Figure 1. Wiring by layer.
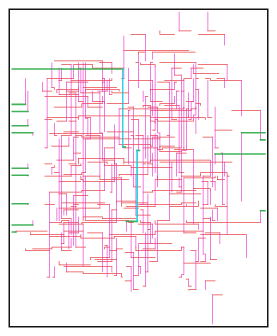
Figure 2. Ports around the boundary.
Pins as bars across the die edge, other pins in gray.
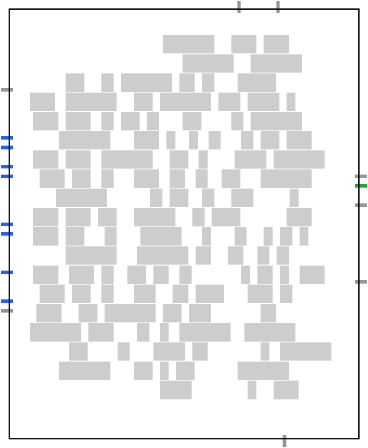
Figure 3. Clock wires, drivers and flops.
Scale bar: 10 um.
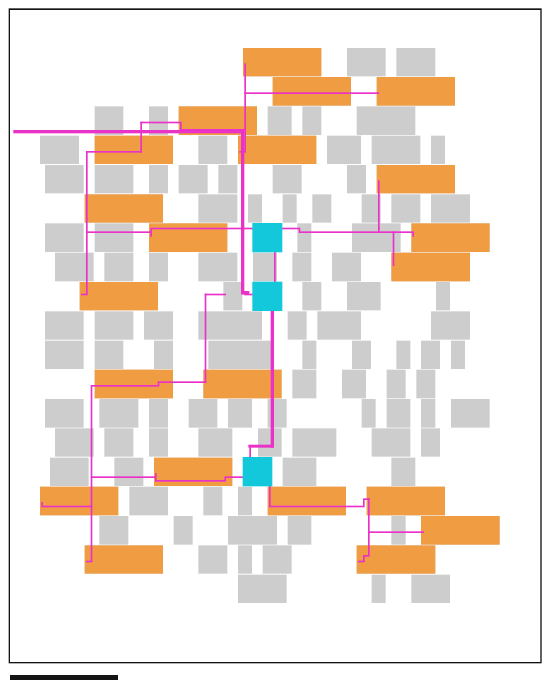
[config.mk]
export PLATFORM = sky130hd
export DESIGN_NAME = sr595_chain_driver
export DESIGN_NICKNAME = d
export VERILOG_FILES = /design/src/rtl/sr595_pkg.sv /design/src/rtl/sr595_clkdiv.sv /design/src/rtl/sr595_chain_driver.sv
export SDC_FILE = /design/constraint.sdc
export NUM_CORES = 1
export LEC_CHECK = 0
export CAP_MARGIN = 20
export CELL_PAD_IN_SITES_DETAIL_PLACEMENT = 1
export CELL_PAD_IN_SITES_GLOBAL_PLACEMENT = 1
export CORE_ASPECT_RATIO = 1.25
export CORE_MARGIN = 2
export CORE_UTILIZATION = 39
export DETAILED_ROUTE_END_ITERATION = 7
export PLACE_DENSITY = 0.79
export SYNTH_ARGS = -nofsm -noshare
export SYNTH_HDL_FRONTEND = slang
export SYNTH_HIERARCHICAL = 1
export SYNTH_SLANG_ARGS = --single-unit
[constraint.sdc]
create_clock -name clk -period 1.9 [get_ports clk]
set_clock_uncertainty 0.15 [all_clocks]
set_input_delay 0.285 -clock clk [delete_from_list [all_inputs] [get_ports clk]]
set_output_delay 0.285 -clock clk [all_outputs]
set_load 0.01 [all_outputs]
[src/rtl/sr595_pkg.sv]
// Shared types and helpers for the 74x595 chain driver.
package sr595_pkg;

    localparam int BITS_PER_595 = 8;

    typedef enum logic [2:0] {
        IDLE,
        SHIFT_LO,
        SHIFT_HI,
        LATCH_HI,
        LATCH_LO
    } state_e;

    function automatic int div_width(input int clkdiv);
        return (clkdiv < 1) ? 1 : $clog2(clkdiv + 1);
    endfunction

endpackage

[src/rtl/sr595_clkdiv.sv]
// Half-period tick generator: counts 0..CLKDIV-1 and pulses tick_o on the terminal count.
module sr595_clkdiv
    import sr595_pkg::*;
#(
    parameter int CLKDIV = 2
)
(
    input  logic clk,
    input  logic rst,
    input  logic restart_i,
    output logic tick_o
);

    localparam int DW = div_width(CLKDIV);
    localparam logic [DW-1:0] LAST = DW'(CLKDIV - 1);

    logic [DW-1:0] cnt_q;
    logic [DW-1:0] cnt_d;

    assign tick_o = (cnt_q == LAST);

    always_comb begin
        cnt_d = cnt_q + DW'(1);
        if (restart_i || tick_o) begin
            cnt_d = '0;
        end
    end

    always_ff @(posedge clk) begin
        if (rst) begin
            cnt_q <= '0;
        end else begin
            cnt_q <= cnt_d;
        end
    end

endmodule

[src/rtl/sr595_chain_driver.sv]
// Drives SER/SRCLK/RCLK/OE_n for a daisy chain of 74x595 parts from a valid/ready word.
// Define SR595_OE_BLANK_EN to blank the 595 outputs while a word is being shifted and latched.
//
// state    | meaning
// IDLE     | ready for a word, outputs live once anything has been latched
// SHIFT_LO | srclk low, current bit presented on ser
// SHIFT_HI | srclk high, bit clocked into the chain
// LATCH_HI | rclk high, chain copied to the storage registers
// LATCH_LO | rclk low, recovery before the next word
module sr595_chain_driver
    import sr595_pkg::*;
#(
    parameter int WIDTH  = 8,
    parameter int CLKDIV = 2
)
(
    input  logic             clk,
    input  logic             rst,
    input  logic [WIDTH-1:0] data_in,
    input  logic             valid,
    output logic             ready,
    output logic             ser,
    output logic             srclk,
    output logic             rclk,
    output logic             oe_n,
    output logic             busy
);

    localparam int BCW = $clog2(WIDTH);

    state_e           state_q, state_d;
    logic [WIDTH-1:0] shreg_q, shreg_d;
    logic [BCW-1:0]   bitcnt_q, bitcnt_d;
    logic             latched_q, latched_d;
    logic             tick;
    logic             oe_n_d;

    // The divider is held at zero in IDLE so every state is entered with a fresh count.
    sr595_clkdiv #(
        .CLKDIV (CLKDIV)
    ) u_div (
        .clk       (clk),
        .rst       (rst),
        .restart_i (state_q == IDLE),
        .tick_o    (tick)
    );

    always_comb begin
        state_d   = state_q;
        shreg_d   = shreg_q;
        bitcnt_d  = bitcnt_q;
        latched_d = latched_q;
        case (state_q)
            IDLE: begin
                if (valid) begin
                    shreg_d  = data_in;
                    bitcnt_d = BCW'(WIDTH - 1);
                    state_d  = SHIFT_LO;
                end
            end
            SHIFT_LO: begin
                if (tick) state_d = SHIFT_HI;
            end
            SHIFT_HI: begin
                if (tick) begin
                    if (bitcnt_q == '0) begin
                        state_d = LATCH_HI;
                    end else begin
                        shreg_d  = {shreg_q[WIDTH-2:0], 1'b0};
                        bitcnt_d = bitcnt_q - BCW'(1);
                        state_d  = SHIFT_LO;
                    end
                end
            end
            LATCH_HI: begin
                if (tick) state_d = LATCH_LO;
            end
            LATCH_LO: begin
                if (tick) begin
                    state_d   = IDLE;
                    latched_d = 1'b1;
                end
            end
            default: state_d = IDLE;
        endcase
    end

    always_comb begin
`ifdef SR595_OE_BLANK_EN
        oe_n_d = !(latched_d && (state_d == IDLE));
`else
        oe_n_d = !latched_d;
`endif
    end

    // Board-facing pins are registered from the next state so they never glitch.
    always_ff @(posedge clk) begin
        if (rst) begin
            state_q   <= IDLE;
            shreg_q   <= '0;
            bitcnt_q  <= '0;
            latched_q <= 1'b0;
            ready     <= 1'b1;
            ser       <= 1'b0;
            srclk     <= 1'b0;
            rclk      <= 1'b0;
            oe_n      <= 1'b1;
        end else begin
            state_q   <= state_d;
            shreg_q   <= shreg_d;
            bitcnt_q  <= bitcnt_d;
            latched_q <= latched_d;
            ready     <= (state_d == IDLE);
            ser       <= shreg_d[WIDTH-1];
            srclk     <= (state_d == SHIFT_HI);
            rclk      <= (state_d == LATCH_HI);
            oe_n      <= oe_n_d;
        end
    end

    assign busy = !ready;

endmodule

==> summary.txt <==
fresh numbers from the pnr run: clock network fraction of design power=between 20% and 30%, slowest stage delay, CP=roughly 0.36 ns, starting DRC count in detailed routing=5, routed length on met1=roughly 900 um, remaining antenna violation count=0, cell area after layout=1210 um^2, Pins Over Slew Limit=0, classification of the worst-slack hold path=flop to flop, category of the most critical setup path=flop to flop, flip-flops with a built-in enable=0, Final setup viols=0, Post-Syn Nets=around 120, family with the most delay on the worst path=simple AND/OR/NAND/NOR gates, seq pwr=just under 500 uW, data required time at the worst endpoint=roughly 1.9 ns, hold wc startpoint=u_div/cnt_q[0]$_SDFF_PP0_, share of cells above drive strength 1=about 15%, portion of total power attributed to sequential cells=a little under three fifths, GR peak layer=met2, number of top-level pins=17, minimum setup slack in the final design=0.183 ns, Post-Synth Adder-Cell Area=approximately 3.8%, total DRC errors in the routed layout=0, most frequently used cell type in the post-synthesis netlist=dfxtp_1, Crit. path cell count=6, number of sinks driven by the clock tree=21, weighted congestion at the end of routability-driven global placement=0.773, total core area=roughly 2400 um^2, post-layout power=a little under 900 uW, termination of the worst setup path=shreg_q[5]$_SDFFE_PP0P_, P_sw=around 240 uW, most used cells in the layout excluding fill and tap cells=dfxtp_1 (21), clkdlybuf4s50_1 (16), a21oi_1 (14), combined buffer and inverter count along the critical path=1, clock input transition at the sequential cells of the worst setup and hold paths=around 0.12 ns, Worst EP arrival=between 1.5 and 2 ns, clock period minus final worst setup slack=approximately 1.7 ns, gr usage total=roughly 16%, Worst IR Drop VDD=between 0.0004 and 0.0005 V, power dissipated in the clock network=approximately 210 uW, routing usage on met2=slightly below 30%, Power Dens Cells=between 700 and 800 nW/um^2, average via count per standard cell=about 5.2, cell taking the most area after synthesis=dfxtp_1, post-synthesis cell area=~1000 um^2, met3 layer usage reported by global route=under 10%, via count of the first global-routing pass=approximately 830, Synth Seq Share=between 40 and 50%, yosys xor share=0%, flop2flop setup slack=~0.18 ns, length of routed met2 wiring=a little over 1 mm, most frequent standard cell in the layout excluding fill and tap cells=dfxtp_1, cell internal power dissipation=around 640 uW, Core Density at Floorplan=roughly two fifths, run status=finished, final reports clean, endpoint of the worst hold-timing path=u_div/cnt_q[0]$_SDFF_PP0_, sort of element at the end of the critical path=flop, combinational power=between 150 and 200 uW, Initial DRT Pass Iterations=4, half-perimeter wire length of the detailed placement result=roughly 1.6 mm, Top non-seq family=AND-OR/OR-AND gates, CP Max Fanout=10, Std-Cell Rows=20, post-synthesis cell count from yosys=about 110, Max clock buf depth=2, number of cells in the design after placement=150, maximum clock frequency=583 MHz, timing startpoint of the critical path=bitcnt_q[0]$_SDFFE_PP0P_, area fraction in compound gates=a little over a fifth, mux frac, synth=7.01%, clock tree from TritonCTS=yes, yosys simple share=about 18%, RR Endpoint=shreg_q[5]$_SDFFE_PP0P_, top cell type's share of synthesized area=around 42%, sequence of cells on the critical path=inv_1 > ha_1 > and2b_1 > o21ai_4 > and2_4 > a211oi_1, area growth from synthesis to layout=20.7%, global-route wire length before repair=about 3.6 mm, overall via count from detail_route=about 800, average wire length per cell after detail routing=13.1 um, depth of the most critical reg-to-reg path=6, worst skew pair latency=~0.30 ns, diodes inserted=0, instance tally after logic synthesis=approximately 110, critical path's slowest cell=dfxtp_1
Notes on Figure 1 above:
cyan -> met4  # wire length 28.6 um
green -> met3  # wire length 65.4 um
red -> met1  # wire length 901 um
magenta -> met2  # wire length 1030 um

Notes on Figure 2 above:
green -> ready  # pins 1, direction output, edge east
blue -> data_in  # pins 8, direction input, edge west
horizontal die size: 49.3 um
die boundary height: 60.6 um
count of buffers from port buffering: 16

Notes on Figure 3 above:
orange -> flip-flops  # count 21
magenta -> clock wires  # length 240 um
cyan -> cells driving clock nets  # count 3
routed clock nets = 4

## what timing repair did
item                       4_1_cts  5_1_grt
setup endpoints to repair        0       12
gates resized                    0        1
setup buffers                    0        0
## cell type report
class / instances / area (um^2)
repair buffers: 19 / 183
flip-flops and latches: 21 / 420
multi-input cells: 70 / 508
clock buffers: 3 / 22.5
fillers: 307 / 1220
inverters: 7 / 26.3
well taps: 33 / 41.3
clock inverters: 1 / 5.00
## state kept, by name, indices dropped and copies added, names as in the netlist
name / cells
ready: 1
state_q: 3
oe_n: 1
rclk: 1
latched_q: 1
u_div/cnt_q: 2
bitcnt_q: 3
srclk: 1
shreg_q: 8
Power and IR drop assume default switching activity.
